--- config.mk ---
export PLATFORM = sky130hd
export DESIGN_NAME = fb_pingpong_ctrl
export DESIGN_NICKNAME = d
export VERILOG_FILES = /design/src/rtl/fb_pingpong_ctrl.sv
export SDC_FILE = /design/constraint.sdc
export NUM_CORES = 1
export LEC_CHECK = 0
export ABC_AREA = 1
export CORE_MARGIN = 2
export CORE_UTILIZATION = 47
export CTS_BUF_LIST = sky130_fd_sc_hd__clkbuf_4
export DETAILED_ROUTE_END_ITERATION = 6
export PLACE_DENSITY = 0.95
export SYNTH_ARGS = -nofsm -noshare
export SYNTH_HDL_FRONTEND = slang
export SYNTH_SLANG_ARGS = --single-unit
--- constraint.sdc ---
create_clock -name clk_i -period 4.7 [get_ports clk_i]
set_input_delay 0.47 -clock clk_i [delete_from_list [all_inputs] [get_ports clk_i]]
set_output_delay 0.47 -clock clk_i [all_outputs]
set_load 0.03 [all_outputs]
--- src/rtl/fb_pingpong_ctrl.sv ---
// Ping-pong scheduler in front of frame_buffer: the writer fills the back region while the
// display scans the front region; regions swap only at a reader frame boundary once a
// complete back frame exists.
module fb_pingpong_ctrl #(
   parameter int unsigned ADDR_WIDTH = 32,
   parameter int unsigned DATA_WIDTH = 16,
   parameter int unsigned H_RES      = 80,
   parameter int unsigned V_RES      = 64
) (
   input  logic                  clk_i,
   input  logic                  reset_i,
   input  logic                  s_valid_i,
   output logic                  s_ready_o,
   input  logic                  s_sof_i,
   input  logic [DATA_WIDTH-1:0] s_data_i,
   input  logic                  rd_req_i,
   output logic                  rd_valid_o,
   output logic [DATA_WIDTH-1:0] rd_data_o,
   output logic                  rd_sof_o,
   output logic                  rd_eof_o,
   output logic                  fb_wr_o,
   output logic [ADDR_WIDTH-1:0] fb_addr_wr_o,
   output logic [DATA_WIDTH-1:0] fb_data_o,
   output logic [ADDR_WIDTH-1:0] fb_addr_rd_o,
   input  logic [DATA_WIDTH-1:0] fb_data_i,
   output logic                  front_sel_o,
   output logic                  frame_drop_o
);

   localparam int unsigned FRAME_PIXELS = H_RES * V_RES;
   localparam int unsigned CntW = (FRAME_PIXELS > 1) ? $clog2(FRAME_PIXELS) : 1;
   localparam logic [CntW-1:0] LastCnt = CntW'(FRAME_PIXELS - 1);
   localparam logic [ADDR_WIDTH-1:0] Region1Base = ADDR_WIDTH'(FRAME_PIXELS);

   typedef enum logic [1:0] {WIdle, WWrite, WDone} wstate_e;

   wstate_e               wstate_q, wstate_d;
   logic [CntW-1:0]       wcnt_q, wcnt_d;
   logic [CntW-1:0]       rcnt_q, rcnt_d;
   logic                  front_q, front_d;
   logic                  s_ready, accept, rd_last, swap;
   logic                  wr_en, drop;
   logic [CntW-1:0]       wr_off;
   logic [ADDR_WIDTH-1:0] back_base, front_base;

   logic                  fb_wr_q, rd_valid_q, rd_sof_q, rd_eof_q, drop_q;
   logic [ADDR_WIDTH-1:0] fb_addr_wr_q;
   logic [DATA_WIDTH-1:0] fb_data_q;

   // Ready is held low while reset is asserted so the source sees no acceptance then.
   assign s_ready    = ~reset_i & (wstate_q != WDone);
   assign accept     = s_valid_i & s_ready;
   assign rd_last    = (rcnt_q == LastCnt);
   // Only a writer already parked in WDone qualifies; entering it this cycle does not.
   assign swap       = rd_req_i & rd_last & (wstate_q == WDone);
   assign back_base  = front_q ? '0 : Region1Base;
   assign front_base = front_q ? Region1Base : '0;

   // Writer next-state: frame fill, sof restart with drop pulse, backpressure in WDone.
   always_comb begin
      wstate_d = wstate_q;
      wcnt_d   = wcnt_q;
      wr_en    = 1'b0;
      wr_off   = '0;
      drop     = 1'b0;
      unique case (wstate_q)
         WIdle: begin
            if (accept && s_sof_i) begin
               wr_en    = 1'b1;
               wcnt_d   = CntW'(1);
               wstate_d = WWrite;
            end
         end
         WWrite: begin
            if (accept) begin
               wr_en = 1'b1;
               if (s_sof_i) begin
                  wcnt_d = CntW'(1);
                  drop   = 1'b1;
               end else begin
                  wr_off = wcnt_q;
                  if (wcnt_q == LastCnt) begin
                     wcnt_d   = '0;
                     wstate_d = WDone;
                  end else begin
                     wcnt_d = wcnt_q + CntW'(1);
                  end
               end
            end
         end
         WDone: begin
            if (swap) wstate_d = WIdle;
         end
         default: wstate_d = WIdle;
      endcase
   end

   // Reader next-state: scan counter with wrap, region toggle on a qualified swap.
   always_comb begin
      rcnt_d  = rcnt_q;
      front_d = front_q;
      if (rd_req_i) begin
         rcnt_d = rd_last ? '0 : rcnt_q + CntW'(1);
      end
      if (swap) front_d = ~front_q;
   end

   // State and registered frame_buffer / display outputs.
   always_ff @(posedge clk_i) begin
      if (reset_i) begin
         wstate_q     <= WIdle;
         wcnt_q       <= '0;
         rcnt_q       <= '0;
         front_q      <= 1'b0;
         fb_wr_q      <= 1'b0;
         fb_addr_wr_q <= '0;
         fb_data_q    <= '0;
         rd_valid_q   <= 1'b0;
         rd_sof_q     <= 1'b0;
         rd_eof_q     <= 1'b0;
         drop_q       <= 1'b0;
      end else begin
         wstate_q     <= wstate_d;
         wcnt_q       <= wcnt_d;
         rcnt_q       <= rcnt_d;
         front_q      <= front_d;
         fb_wr_q      <= wr_en;
         fb_addr_wr_q <= wr_en ? back_base + ADDR_WIDTH'(wr_off) : '0;
         fb_data_q    <= wr_en ? s_data_i : '0;
         rd_valid_q   <= rd_req_i;
         rd_sof_q     <= rd_req_i & (rcnt_q == '0);
         rd_eof_q     <= rd_req_i & rd_last;
         drop_q       <= drop;
      end
   end

   assign s_ready_o    = s_ready;
   assign fb_wr_o      = fb_wr_q;
   assign fb_addr_wr_o = fb_addr_wr_q;
   assign fb_data_o    = fb_data_q;
   assign fb_addr_rd_o = front_base + ADDR_WIDTH'(rcnt_q);
   assign rd_valid_o   = rd_valid_q;
   assign rd_data_o    = rd_valid_q ? fb_data_i : '0;
   assign rd_sof_o     = rd_sof_q;
   assign rd_eof_o     = rd_eof_q;
   assign front_sel_o  = front_q;
   assign frame_drop_o = drop_q;

endmodule
==> run_results.csv <==
group,metric,value,unit
synth,post_synth_seq_share,40.0,%
final_timing,totalNegativeSetupSlack,0,ns
die,design.die.area,7490,sq um
synth,fraction_of_post_synthesis_cell_area_in_the_top_cell_type_by_area,40.0,%
placed_design,port_buffers,103,
synth,synth-seq-cells,64,
final_timing,setup_repair_after_global_routing_missed_its_margin,"false",
synth,cells_in_synth_stat_txt,444,
final_timing,fmax,400,MHz
final_timing,hold_viol_final,0,
drt,detail-route-antenna-nets,0,
global_route,grt_pass1_wl,10800,um
power_and_ir_drop,leakage_power_total,1.91,nW
final_timing,layout_setup_ws,2.20,ns
clock_tree,clock_sink_count,64,
layout,area.growth.synth_to_final,30.3,%
critical_path,path_cells,"ha_1 > ha_1 > xor2_1 > clkdlybuf4s50_1",
die,coreArea,6680,sq um
critical_path,critical-path-top-cell-by-count,"ha_1",
synth,gate_count_post_synth,444,
placed_design,dpl.hpwl,5240,um
clock_tree,clock_tree.buffer_depth,2,
drt,drt_first_pass_iters,4,
die,floorplanUtilization,47.9,%
critical_path,timing.reg2reg.setup_slack,2.88,ns
synth,yosysWarnings,0,
layout,design.final.nets,584,
final_timing,setup_viol,0,
power_and_ir_drop,cellPowerDensity,251,nW/um^2
critical_path,worst_path_dominant_cell_family,"buffers and inverters",
run,stage_log_warnings,27,
final_timing,post_layout_minimum_cycle_time,2.50,ns
run,cap_violations,0,
final_timing,timing.hold.ws,0.494,ns
critical_path,setup_crit_end_kind,"primary output",
critical_path,r2r-start,"wstate_q[0]",
critical_path,crit_path_top_delay_cell,"clkdlybuf4s50_1",
final_timing,final.setup_skew,0.0184,ns
final_timing,timing.max_slew.rel_slack,53.2,%
layout,lay_top_count,"clkdlybuf4s50_1",
drt,route.layer.met1.wl,2770,um
critical_path,worst-r2r-cell-count,10,
clock_tree,reg_clk_slew_reported_paths,0.10,ns
synth,ys_async_sr_fraction,0,%
critical_path,crit_path_max_fanout,5,
global_route,grt_overflow_total,0,
drt,detail_route.wl_per_cell,10.7,um
clock_tree,postCtsHoldBufs,0,
final_timing,worst_slew_pin_slew,0.701,ns
status,run_status,"completed",
synth,yosys_most_used_dff,"dfxtp_1",
min_path,hold_path.startpoint,"wcnt_q[8]",
critical_path,worstSetupPathType,"flip-flop to primary output",
synth,top_cells_by_count,"nor2_1, inv_1, nand2_1",
placed_design,dpl_worst_slack,1.83,ns
placed_design,finalWeightedCongestion,0.868,
power_and_ir_drop,ir_worst_vdd,0.000107,V
global_route,grt_antenna_before_repair,0,
synth,synth.distinct_cells,31,
min_path,worstHoldPathCells,2,
drt,dr_wl_met3,507,um
synth,netlist_area,3200,sq um
critical_path,cp.buffers_inverters,1,
min_path,timing.hold.worst_endpoint,"wcnt_q[8]",
die,die_height,86.6,um
global_route,grt_max_degree,24,
layout,drive_gt1_share,5.89,%
critical_path,worst_r2r_endpoint,"fb_addr_wr_o[12]",
drt,vias,2796,
drt,drcViolationCount,0,
clock_tree,cts.htree.levels,3,
critical_path,timing.critical_path.to,"fb_addr_rd_o[12]",
clock_tree,tritoncts,"yes",
critical_path,worst-path-stages,4,
critical_path,cp-start-kind,"flip-flop",
critical_path,max_stage_delay,0.69,ns
synth,synth_area_leader_cell,"dfxtp_1",
final_timing,timing.final.crit_share,53.3,%
critical_path,worstSetupStartpoint,"front_sel_o",
drt,route.final.wire_length,6680,um
clock_tree,clk_latency,0.43,ns
global_route,groute.usage.overall,17.8,%
drt,first_iter_violations,129,
layout,final_cell_mix,"clkdlybuf4s50_1, nor2_1, inv_1, nand2_1, dfxtp_1",
layout,nFillCells,551,
clock_tree,post_cts.resized_instances,0,
synth,syn-mean-instance-area,7.21,sq um
critical_path,crit_required,4.23,ns
drt,maxUsedRoutingLayer,"met4",
## kinds of logic after synthesis
kind of cell             after synthesis  share of synthesized area [%]
buffers and inverters                134                           21.9
AND-OR/OR-AND                         20                           3.48
XOR/XNOR                               9                           2.46
flip-flops                            64                           40.0
adder cells (fa/ha/maj)                9                           3.52
other                                  1                          0.117
AND/OR/NAND/NOR                      207                           28.5
## per-stage QoR
| stage | total power [mW] | cell area (sq um) | std cells |
|---|---|---|---|
| after floorplan | 0.708 | 3330 | 479 |
| after global placement | 0.746 | 4060 | 607 |
| after detailed placement | 0.750 | 4060 | 607 |
| after CTS | 1.06 | 4170 | 623 |
| after global routing | 1.09 | 4170 | 623 |
| final | 1.05 | 4170 | 623 |
## flip-flops by register name (all words and copies together) (netlist names)
register,count
front_sel_o,1
fb_data_o,16
frame_drop_o,1
rd_valid_o,1
wcnt_q,13
fb_addr_wr_o,14
rd_sof_o,1
fb_wr_o,1
rcnt_q,13
wstate_q,2
rd_eof_o,1
## routing by layer
| layer | vias to the layer above | GRT usage, % |
|---|---|---|
| li1 | 1446 | - |
| met4 | 0 | 10.1 |
| met3 | 14 | 5.90 |
| met5 | - | 0 |
| met2 | 112 | 30.7 |
| met1 | 1224 | 18.9 |
## worst min-delay path, stage by stage (launching register included)
cell     delay [ns]
dfxtp_1        0.33
nand2_1        0.06
a21oi_1        0.06
## power by group
part	switching, mW	total (mW)	internal [mW]
Combinational	0.112	0.176	0.0640
Sequential	0.00782	0.561	0.553
Clock	0.203	0.311	0.108
## cell type report
class	instances	area, sq um	share of cell area (%)
Multi-Input combinational cell	281	1350	32.4
Tap cell	80	100	2.40
Timing Repair Buffer	103	1030	24.7
Sequential cell	64	1280	30.7
Inverter	79	297	7.10
Clock inverter	7	46.3	1.11
Clock buffer	9	67.6	1.62
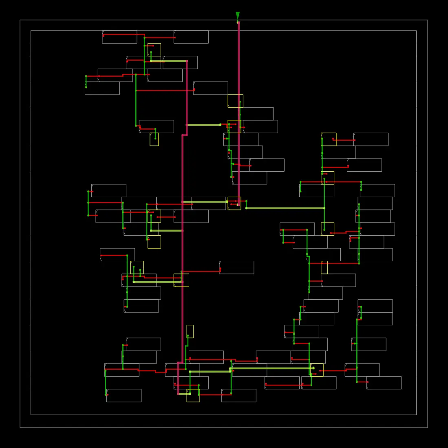
Figure 1: clock wiring as the flow saved it.
CTS buffer count: 9
count of flip-flops and latches: 64
total clock network power: 0.311 mW

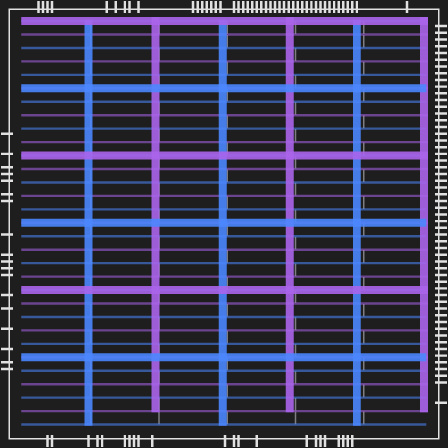
Figure 2: power grid.
Pins as bars on the die edge. Tap cells in gray.
net	color
VDD	purple
VSS	blue
met1 rails	31
met4 straps	6
signal pins	140
rows	30
tap cells	80

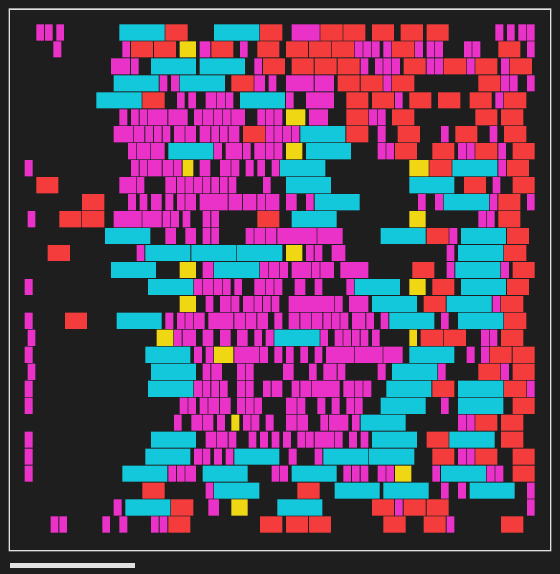
Figure 3: placed cells, one color a class.
Bar = 20 um.
class	color	cells	share of their area
clock drivers and dummy loads	yellow	16	2.8%
combinational and other logic	magenta	360	40%
other buffers and delay cells	red	103	25%
flops	cyan	64	31%
# rows: 30
proportion of cell area occupied by registers: 30.7%
fin util: 62.5%

No activity file was given, so power comes from the tool's default toggle rates.
